### config.mk
export PLATFORM = sky130hd
export DESIGN_NAME = ps2_host_rx_flat
export DESIGN_NICKNAME = d
export VERILOG_FILES = /design/src/rtl/ps2_host_rx_if.sv /design/src/rtl/ps2_host_rx.sv /design/src/flat_wrapper.sv
export SDC_FILE = /design/constraint.sdc
export NUM_CORES = 1
export LEC_CHECK = 0
export CORE_ASPECT_RATIO = 0.5
export CORE_UTILIZATION = 50
export DETAILED_ROUTE_END_ITERATION = 8
export PLACE_DENSITY = 0.71
export SKIP_CTS_REPAIR_TIMING = 1
export SLEW_MARGIN = 30
export SYNTH_ARGS = -nofsm -noshare
export SYNTH_HDL_FRONTEND = slang
export SYNTH_SLANG_ARGS = --single-unit
### constraint.sdc
create_clock -name i_clk_sys -period 2.24 [get_ports i_clk_sys]
set_input_delay 0.224 -clock i_clk_sys [delete_from_list [all_inputs] [get_ports i_clk_sys]]
set_output_delay 0.224 -clock i_clk_sys [all_outputs]
set_load 0.02 [all_outputs]
### src/rtl/ps2_host_rx_if.sv
// PS/2 receiver bus: raw serial lines in, decoded byte and key events out.
// The slave side is the receiver; the master side drives the lines and consumes events.
interface ps2_host_rx_if;
  logic       i_ps2_clk;
  logic       i_ps2_data;
  logic       o_byte_valid;
  logic [7:0] o_byte_data;
  logic       o_frame_err;
  logic       o_key_strobe;
  logic [7:0] o_key_code;
  logic       o_key_extended;
  logic       o_key_released;

  modport slave (
    input  i_ps2_clk, i_ps2_data,
    output o_byte_valid, o_byte_data, o_frame_err,
    output o_key_strobe, o_key_code, o_key_extended, o_key_released
  );

  modport master (
    output i_ps2_clk, i_ps2_data,
    input  o_byte_valid, o_byte_data, o_frame_err,
    input  o_key_strobe, o_key_code, o_key_extended, o_key_released
  );
endinterface

### src/rtl/ps2_host_rx.sv
// Core-side PS/2 receiver: synchronise and filter the PS/2 clock, deframe bytes
// with odd parity and stall timeout, and fold E0/F0 prefixes into key events.
module ps2_host_rx #(
  parameter int FILTER_LEN   = 8,
  parameter int TIMEOUT      = 4096,
  parameter int TIMEOUT_BITS = 13
) (
  input  logic         i_clk_sys,
  input  logic         i_reset,
  ps2_host_rx_if.slave bus
);
  localparam int FW = $clog2(FILTER_LEN + 1);

  typedef enum logic [1:0] {S_IDLE, S_DATA, S_PARITY, S_STOP} state_t;

  state_t                  r_state, w_state_nxt;
  logic [1:0]              r_clk_sync, r_dat_sync;
  logic                    w_clk_s, w_dat_s;
  logic                    r_filt_clk;
  logic [FW-1:0]           r_filt_cnt;
  logic                    w_filt_tgl, w_sample;
  logic [TIMEOUT_BITS-1:0] r_to_cnt;
  logic                    w_timeout;
  logic [7:0]              r_shreg;
  logic [2:0]              r_bit_cnt;
  logic                    r_parity;
  logic                    w_good, w_bad, w_err;
  logic                    r_ext, r_rel;
  logic                    r_byte_valid, r_frame_err, r_key_strobe;
  logic [7:0]              r_byte_data, r_key_code;
  logic                    r_key_ext, r_key_rel;

  always_ff @(posedge i_clk_sys or posedge i_reset) begin
    if (i_reset) begin
      r_clk_sync <= 2'b11;
      r_dat_sync <= 2'b11;
    end else begin
      r_clk_sync <= {r_clk_sync[0], bus.i_ps2_clk};
      r_dat_sync <= {r_dat_sync[0], bus.i_ps2_data};
    end
  end

  assign w_clk_s = r_clk_sync[1];
  assign w_dat_s = r_dat_sync[1];

  // Filtered clock only moves after FILTER_LEN consecutive disagreeing samples.
  assign w_filt_tgl = (w_clk_s != r_filt_clk) && (r_filt_cnt == FW'(FILTER_LEN - 1));
  assign w_sample   = w_filt_tgl & r_filt_clk;

  always_ff @(posedge i_clk_sys or posedge i_reset) begin
    if (i_reset) begin
      r_filt_clk <= 1'b1;
      r_filt_cnt <= '0;
    end else if (w_clk_s == r_filt_clk) begin
      r_filt_cnt <= '0;
    end else if (w_filt_tgl) begin
      r_filt_clk <= ~r_filt_clk;
      r_filt_cnt <= '0;
    end else begin
      r_filt_cnt <= r_filt_cnt + 1'b1;
    end
  end

  // A sample event in the expiry cycle takes priority over the timeout.
  assign w_timeout = (r_state != S_IDLE) && !w_sample &&
                     (r_to_cnt == TIMEOUT_BITS'(TIMEOUT - 1));

  always_ff @(posedge i_clk_sys or posedge i_reset) begin
    if (i_reset)                                     r_to_cnt <= '0;
    else if (w_sample || r_state == S_IDLE || w_timeout) r_to_cnt <= '0;
    else                                             r_to_cnt <= r_to_cnt + 1'b1;
  end

  always_ff @(posedge i_clk_sys or posedge i_reset) begin
    if (i_reset) r_state <= S_IDLE;
    else         r_state <= w_state_nxt;
  end

  always_comb begin
    w_state_nxt = r_state;
    if (w_timeout) begin
      w_state_nxt = S_IDLE;
    end else if (w_sample) begin
      case (r_state)
        S_IDLE:   if (!w_dat_s) w_state_nxt = S_DATA;
        S_DATA:   if (r_bit_cnt == 3'd7) w_state_nxt = S_PARITY;
        S_PARITY: w_state_nxt = S_STOP;
        S_STOP:   w_state_nxt = S_IDLE;
        default:  w_state_nxt = S_IDLE;
      endcase
    end
  end

  always_comb begin
    w_good = 1'b0;
    w_bad  = 1'b0;
    if (w_sample && r_state == S_STOP) begin
      if (((^r_shreg) ^ r_parity) && w_dat_s) w_good = 1'b1;
      else                                    w_bad  = 1'b1;
    end
    w_err = w_bad | w_timeout;
  end

  always_ff @(posedge i_clk_sys or posedge i_reset) begin
    if (i_reset) begin
      r_shreg   <= '0;
      r_bit_cnt <= '0;
      r_parity  <= 1'b0;
    end else if (w_sample) begin
      case (r_state)
        S_IDLE:   r_bit_cnt <= '0;
        S_DATA: begin
          r_shreg   <= {w_dat_s, r_shreg[7:1]};
          r_bit_cnt <= r_bit_cnt + 1'b1;
        end
        S_PARITY: r_parity <= w_dat_s;
        default:  ;
      endcase
    end
  end

  // Prefix bytes only arm flags; any other good byte emits the key event.
  always_ff @(posedge i_clk_sys or posedge i_reset) begin
    if (i_reset) begin
      r_byte_valid <= 1'b0;
      r_frame_err  <= 1'b0;
      r_key_strobe <= 1'b0;
      r_byte_data  <= '0;
      r_key_code   <= '0;
      r_key_ext    <= 1'b0;
      r_key_rel    <= 1'b0;
      r_ext        <= 1'b0;
      r_rel        <= 1'b0;
    end else begin
      r_byte_valid <= w_good;
      r_frame_err  <= w_err;
      r_key_strobe <= 1'b0;
      if (w_good) begin
        r_byte_data <= r_shreg;
        if (r_shreg == 8'hE0) begin
          r_ext <= 1'b1;
        end else if (r_shreg == 8'hF0) begin
          r_rel <= 1'b1;
        end else begin
          r_key_strobe <= 1'b1;
          r_key_code   <= r_shreg;
          r_key_ext    <= r_ext;
          r_key_rel    <= r_rel;
          r_ext        <= 1'b0;
          r_rel        <= 1'b0;
        end
      end else if (w_err) begin
        r_ext <= 1'b0;
        r_rel <= 1'b0;
      end
    end
  end

  assign bus.o_byte_valid   = r_byte_valid;
  assign bus.o_byte_data    = r_byte_data;
  assign bus.o_frame_err    = r_frame_err;
  assign bus.o_key_strobe   = r_key_strobe;
  assign bus.o_key_code     = r_key_code;
  assign bus.o_key_extended = r_key_ext;
  assign bus.o_key_released = r_key_rel;
endmodule

### src/flat_wrapper.sv
// flat-port wrapper written by rule: the top's interface ports become plain ports
module ps2_host_rx_flat 
#(
  parameter int FILTER_LEN   = 8,
  parameter int TIMEOUT      = 4096,
  parameter int TIMEOUT_BITS = 13
)
  (i_clk_sys, i_reset, bus_i_ps2_clk, bus_i_ps2_data, bus_o_byte_valid, bus_o_byte_data, bus_o_frame_err, bus_o_key_strobe, bus_o_key_code, bus_o_key_extended, bus_o_key_released);
  ps2_host_rx_if bus_i ();
  input  logic i_clk_sys;
  input  logic i_reset;
  input wire logic [$bits(bus_i.i_ps2_clk)-1:0] bus_i_ps2_clk;
  input wire logic [$bits(bus_i.i_ps2_data)-1:0] bus_i_ps2_data;
  output wire logic [$bits(bus_i.o_byte_valid)-1:0] bus_o_byte_valid;
  output wire logic [$bits(bus_i.o_byte_data)-1:0] bus_o_byte_data;
  output wire logic [$bits(bus_i.o_frame_err)-1:0] bus_o_frame_err;
  output wire logic [$bits(bus_i.o_key_strobe)-1:0] bus_o_key_strobe;
  output wire logic [$bits(bus_i.o_key_code)-1:0] bus_o_key_code;
  output wire logic [$bits(bus_i.o_key_extended)-1:0] bus_o_key_extended;
  output wire logic [$bits(bus_i.o_key_released)-1:0] bus_o_key_released;
  assign bus_i.i_ps2_clk = bus_i_ps2_clk;
  assign bus_i.i_ps2_data = bus_i_ps2_data;
  assign bus_o_byte_valid = bus_i.o_byte_valid;
  assign bus_o_byte_data = bus_i.o_byte_data;
  assign bus_o_frame_err = bus_i.o_frame_err;
  assign bus_o_key_strobe = bus_i.o_key_strobe;
  assign bus_o_key_code = bus_i.o_key_code;
  assign bus_o_key_extended = bus_i.o_key_extended;
  assign bus_o_key_released = bus_i.o_key_released;
  ps2_host_rx #(.FILTER_LEN(FILTER_LEN), .TIMEOUT(TIMEOUT), .TIMEOUT_BITS(TIMEOUT_BITS)) u_core (.i_clk_sys(i_clk_sys), .i_reset(i_reset), .bus(bus_i));
endmodule
==> report_table.html <==
<h3>Run summary</h3>
<table>
<tr><th>Metric</th><th>Value</th></tr>
<tr><th colspan="2">Outcome</th></tr>
<tr><td>Result of the run</td><td>finished clean</td></tr>
<tr><th colspan="2">Setup path</th></tr>
<tr><td>Number of cell instances on the worst register-to-register path</td><td>7</td></tr>
<tr><td>Crit path launch type</td><td>register</td></tr>
<tr><td>Required time of the critical path</td><td>approximately 2500 ps</td></tr>
<tr><td>Endpoint type of the worst setup path</td><td>register</td></tr>
<tr><td>Max Fanout on Critical Path</td><td>6</td></tr>
<tr><td>Worst Path Class, Setup</td><td>reg2reg</td></tr>
<tr><th colspan="2">Logic synthesis</th></tr>
<tr><td>Total standard cell area after synthesis</td><td>roughly 2700 um2</td></tr>
<tr><td>Most frequent cells after synthesis</td><td>sky130_fd_sc_hd__dfrtp_1 (54), sky130_fd_sc_hd__nor2_1 (15), sky130_fd_sc_hd__ha_1 (14), sky130_fd_sc_hd__mux2_2 (14), sky130_fd_sc_hd__nand2_1 (14)</td></tr>
<tr><td>Synth Register Bits</td><td>59</td></tr>
<tr><td>Number of synthesis warnings</td><td>0</td></tr>
<tr><td>EDFF count, synth</td><td>0</td></tr>
<tr><td>Post-synthesis chip area from yosys</td><td>around 2700 um2</td></tr>
<tr><td>Cell types with the largest area share after synthesis</td><td>sky130_fd_sc_hd__dfrtp_1 (50%), sky130_fd_sc_hd__ha_1 (6.5%), sky130_fd_sc_hd__mux2_2 (5.8%)</td></tr>
<tr><td>Avg Synthesized Cell Area</td><td>12.5 um2</td></tr>
<tr><td>Dominant cell area share</td><td>0.499</td></tr>
<tr><td>Register area share after synthesis</td><td>0.547</td></tr>
<tr><td>Mapped Nets</td><td>234</td></tr>
<tr><td>Most used flip-flop cell</td><td>sky130_fd_sc_hd__dfrtp_1</td></tr>
<tr><td>Yosys cell count</td><td>216</td></tr>
<tr><th colspan="2">Final timing</th></tr>
<tr><td>Final critical-path share of the clock period</td><td>0.955</td></tr>
<tr><td>Worst-case setup margin in the final layout</td><td>101 ps</td></tr>
<tr><td>Maximum clock rate</td><td>between 400 and 500 MHz</td></tr>
<tr><td>Worst clock skew</td><td>roughly 9.4 ps</td></tr>
<tr><td>Final Critical Period</td><td>~2100 ps</td></tr>
<tr><td>Relative max-transition margin</td><td>0.651</td></tr>
<tr><td>Final Hold Slack</td><td>256 ps</td></tr>
<tr><th colspan="2">CTS</th></tr>
<tr><td>Insertion delay at the late pin of the worst-skew pair</td><td>340 ps</td></tr>
<tr><td>Clock transition at path regs</td><td>approximately 70 ps</td></tr>
<tr><td>CTS sink count</td><td>just under 60</td></tr>
<tr><td>Total number of H-tree levels</td><td>3</td></tr>
<tr><td>Clock tree from TritonCTS</td><td>built</td></tr>
<tr><th colspan="2">Cells and area</th></tr>
<tr><td>Sequential cell area in the final layout</td><td>approximately 1500 um2</td></tr>
<tr><td>Comb area share</td><td>0.357</td></tr>
<tr><td>Final Net Count</td><td>271</td></tr>
<tr><td>Multi-input combinational cell count</td><td>143</td></tr>
<tr><td>Proportion of layout cells with a drive suffix above 1</td><td>0.217</td></tr>
<tr><td>Portion of the layout cell area used by clock cells</td><td>0.0647</td></tr>
<tr><td>Count of buffers not belonging to the clock network in the layout</td><td>29</td></tr>
<tr><td>Filler Cells Inserted</td><td>about 400</td></tr>
<tr><td>Highest-count cells in the layout ignoring fill and taps</td><td>sky130_fd_sc_hd__dfrtp_1 (54), sky130_fd_sc_hd__clkdlybuf4s50_1 (24), sky130_fd_sc_hd__nor2_1 (15)</td></tr>
<tr><td>Register ranked first by flip-flop count</td><td>u_core.r_to_cnt</td></tr>
<tr><td>Most common cell after layout, fill and taps aside</td><td>sky130_fd_sc_hd__dfrtp_1</td></tr>
<tr><td>Count of sequential standard cells</td><td>between 50 and 60</td></tr>
<tr><td>Diode count</td><td>0</td></tr>
<tr><td>Fraction of cell area in non-clock buffers</td><td>0.0883</td></tr>
<tr><td>Combinational Area</td><td>~1200 um2</td></tr>
<tr><td>Top class by area</td><td>flip-flops and latches</td></tr>
<tr><th colspan="2">Die</th></tr>
<tr><td>Die Size</td><td>between 5000 and 6000 um2</td></tr>
<tr><td>Tapcells inserted</td><td>around 70</td></tr>
<tr><td>Floorplan core density</td><td>0.535</td></tr>
<tr><th colspan="2">Drt</th></tr>
<tr><td>Wire length reported by the detailed router</td><td>4700 um</td></tr>
<tr><td>Uppermost metal layer occupied by signal nets</td><td>met4</td></tr>
<tr><td>Detailed-router iteration count before antenna repair</td><td>4</td></tr>
<tr><td>Final antenna-violating net count</td><td>0</td></tr>
<tr><td>Total number of vias</td><td>approximately 1,700</td></tr>
<tr><td>Per-cell routed wire length</td><td>roughly 14 um</td></tr>
<tr><td>WL met2</td><td>2210 um</td></tr>
<tr><td>Initial DRC count</td><td>around 55</td></tr>
<tr><th colspan="2">Power</th></tr>
<tr><td>Cell-internal power</td><td>around 0.0019 W</td></tr>
<tr><td>Overall power after layout</td><td>0.00258 W</td></tr>
<tr><td>Clock share of power</td><td>0.390</td></tr>
<tr><td>Biggest power consumer among the groups</td><td>sequential cells</td></tr>
<tr><td>Switch share</td><td>0.270</td></tr>
<tr><td>Power density of the placed cells</td><td>a little under 800 nW/um2</td></tr>
<tr><td>Cell leakage power</td><td>roughly 1.6 nW</td></tr>
<tr><td>Power consumed by combinational cells</td><td>0.000335 W</td></tr>
<tr><td>Net switching power</td><td>approximately 0.0007 W</td></tr>
<tr><td>Power share of the combinational group</td><td>0.130</td></tr>
<tr><th colspan="2">Placement</th></tr>
<tr><td>Port Buf Inserts</td><td>24</td></tr>
<tr><td>Half-perimeter wire length of the detailed placement result</td><td>about 3200 um</td></tr>
<tr><td>Placement Setup Slack</td><td>a little under 70 ps</td></tr>
<tr><td>Global placement routability congestion</td><td>between 0.8 and 0.9</td></tr>
<tr><th colspan="2">Job</th></tr>
<tr><td>Total tool warning count</td><td>31</td></tr>
<tr><th colspan="2">Global routing</th></tr>
<tr><td>Remaining global-route overflow</td><td>0</td></tr>
<tr><td>First-pass GRT wire length</td><td>between 8000 and 9000 um</td></tr>
<tr><td>Largest net degree at the start of global routing</td><td>37</td></tr>
</table>
==> worst paths after layout <==
path	startpoint	end	slack, ps
min in group i_clk_sys	bus_i_ps2_clk	u_core.r_clk_sync[0]$_DFF_PP1_	290
max	u_core.r_shreg[1]$_DFFE_PP0P_	u_core.bus.o_key_extended$_DFFE_PP0P_	100
max reg2reg	u_core.r_shreg[1]$_DFFE_PP0P_	u_core.bus.o_key_extended$_DFFE_PP0P_	100
min	i_reset	u_core.r_to_cnt[9]$_DFF_PP0_	260
min reg2reg	u_core.r_clk_sync[0]$_DFF_PP1_	u_core.r_clk_sync[1]$_DFF_PP1_	360
max in group asynchronous	i_reset	u_core.r_dat_sync[1]$_DFF_PP1_	1350
==> worst max-delay path, stage by stage (launching register included) <==
cell	delay, ps
sky130_fd_sc_hd__dfrtp_1	370
sky130_fd_sc_hd__inv_1	80
sky130_fd_sc_hd__ha_1	270
sky130_fd_sc_hd__xnor3_2	450
sky130_fd_sc_hd__xnor2_4	220
sky130_fd_sc_hd__nand3_4	130
sky130_fd_sc_hd__buf_4	200
sky130_fd_sc_hd__mux2_4	290
==> through the flow <==
step	instances	util	TNS, ps	cell area (um2)
global route	328	0.649	-8.78	3290
CTS	328	0.647	0	3280
global placement	312	0.605	0	3070
floorplan	216	-	0	2710
finish	328	0.649	0	3290
detailed placement	312	0.605	0	3070
==> metal layers <==
metal	vias up	GRT usage
li1	833	-
met1	852	0.230
met2	33	0.321
met3	7	0.0763
met4	0	0.0625
met5	-	0
==> logic make-up after synthesis <==
logic type | share of synthesized area
AND-OR/OR-AND | 0.0490
XOR/XNOR | 0.0577
adder cells (fa/ha/maj) | 0.0647
buffers and inverters | 0.0222
flip-flops | 0.547
multiplexers | 0.123
AND/OR/NAND/NOR | 0.136
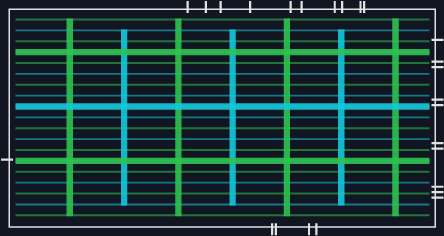
Figure 1: PDN straps and rails.
(4 px per um) Pins as bars on the die edge.
- green: VSS
- cyan: VDD
- met4 straps: 7
- signal pins: 25
- met5 straps: 3
- rows: 18
- met1 rails: 19
largest voltage drop on the vdd net: 0.415 mV
total core area: 5070 um2
Die Span X: 106 um

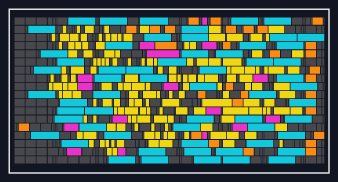
Figure 2: cells colored by class.
(3 px per um) Fill, decap, tap and diode cells in gray.
- orange: remaining buffers and delay cells (cells 29; share of their area 9.1%)
- magenta: clock drivers and dummy loads (cells 16; share of their area 6.6%)
- cyan: registers (cells 59; share of their area 46%)
- yellow: remaining logic cells (cells 154; share of their area 38%)
final core utilization: 0.649
final instance area: 3290 um2
# rows: 18

No activity file was given, so power comes from the tool's default toggle rates.
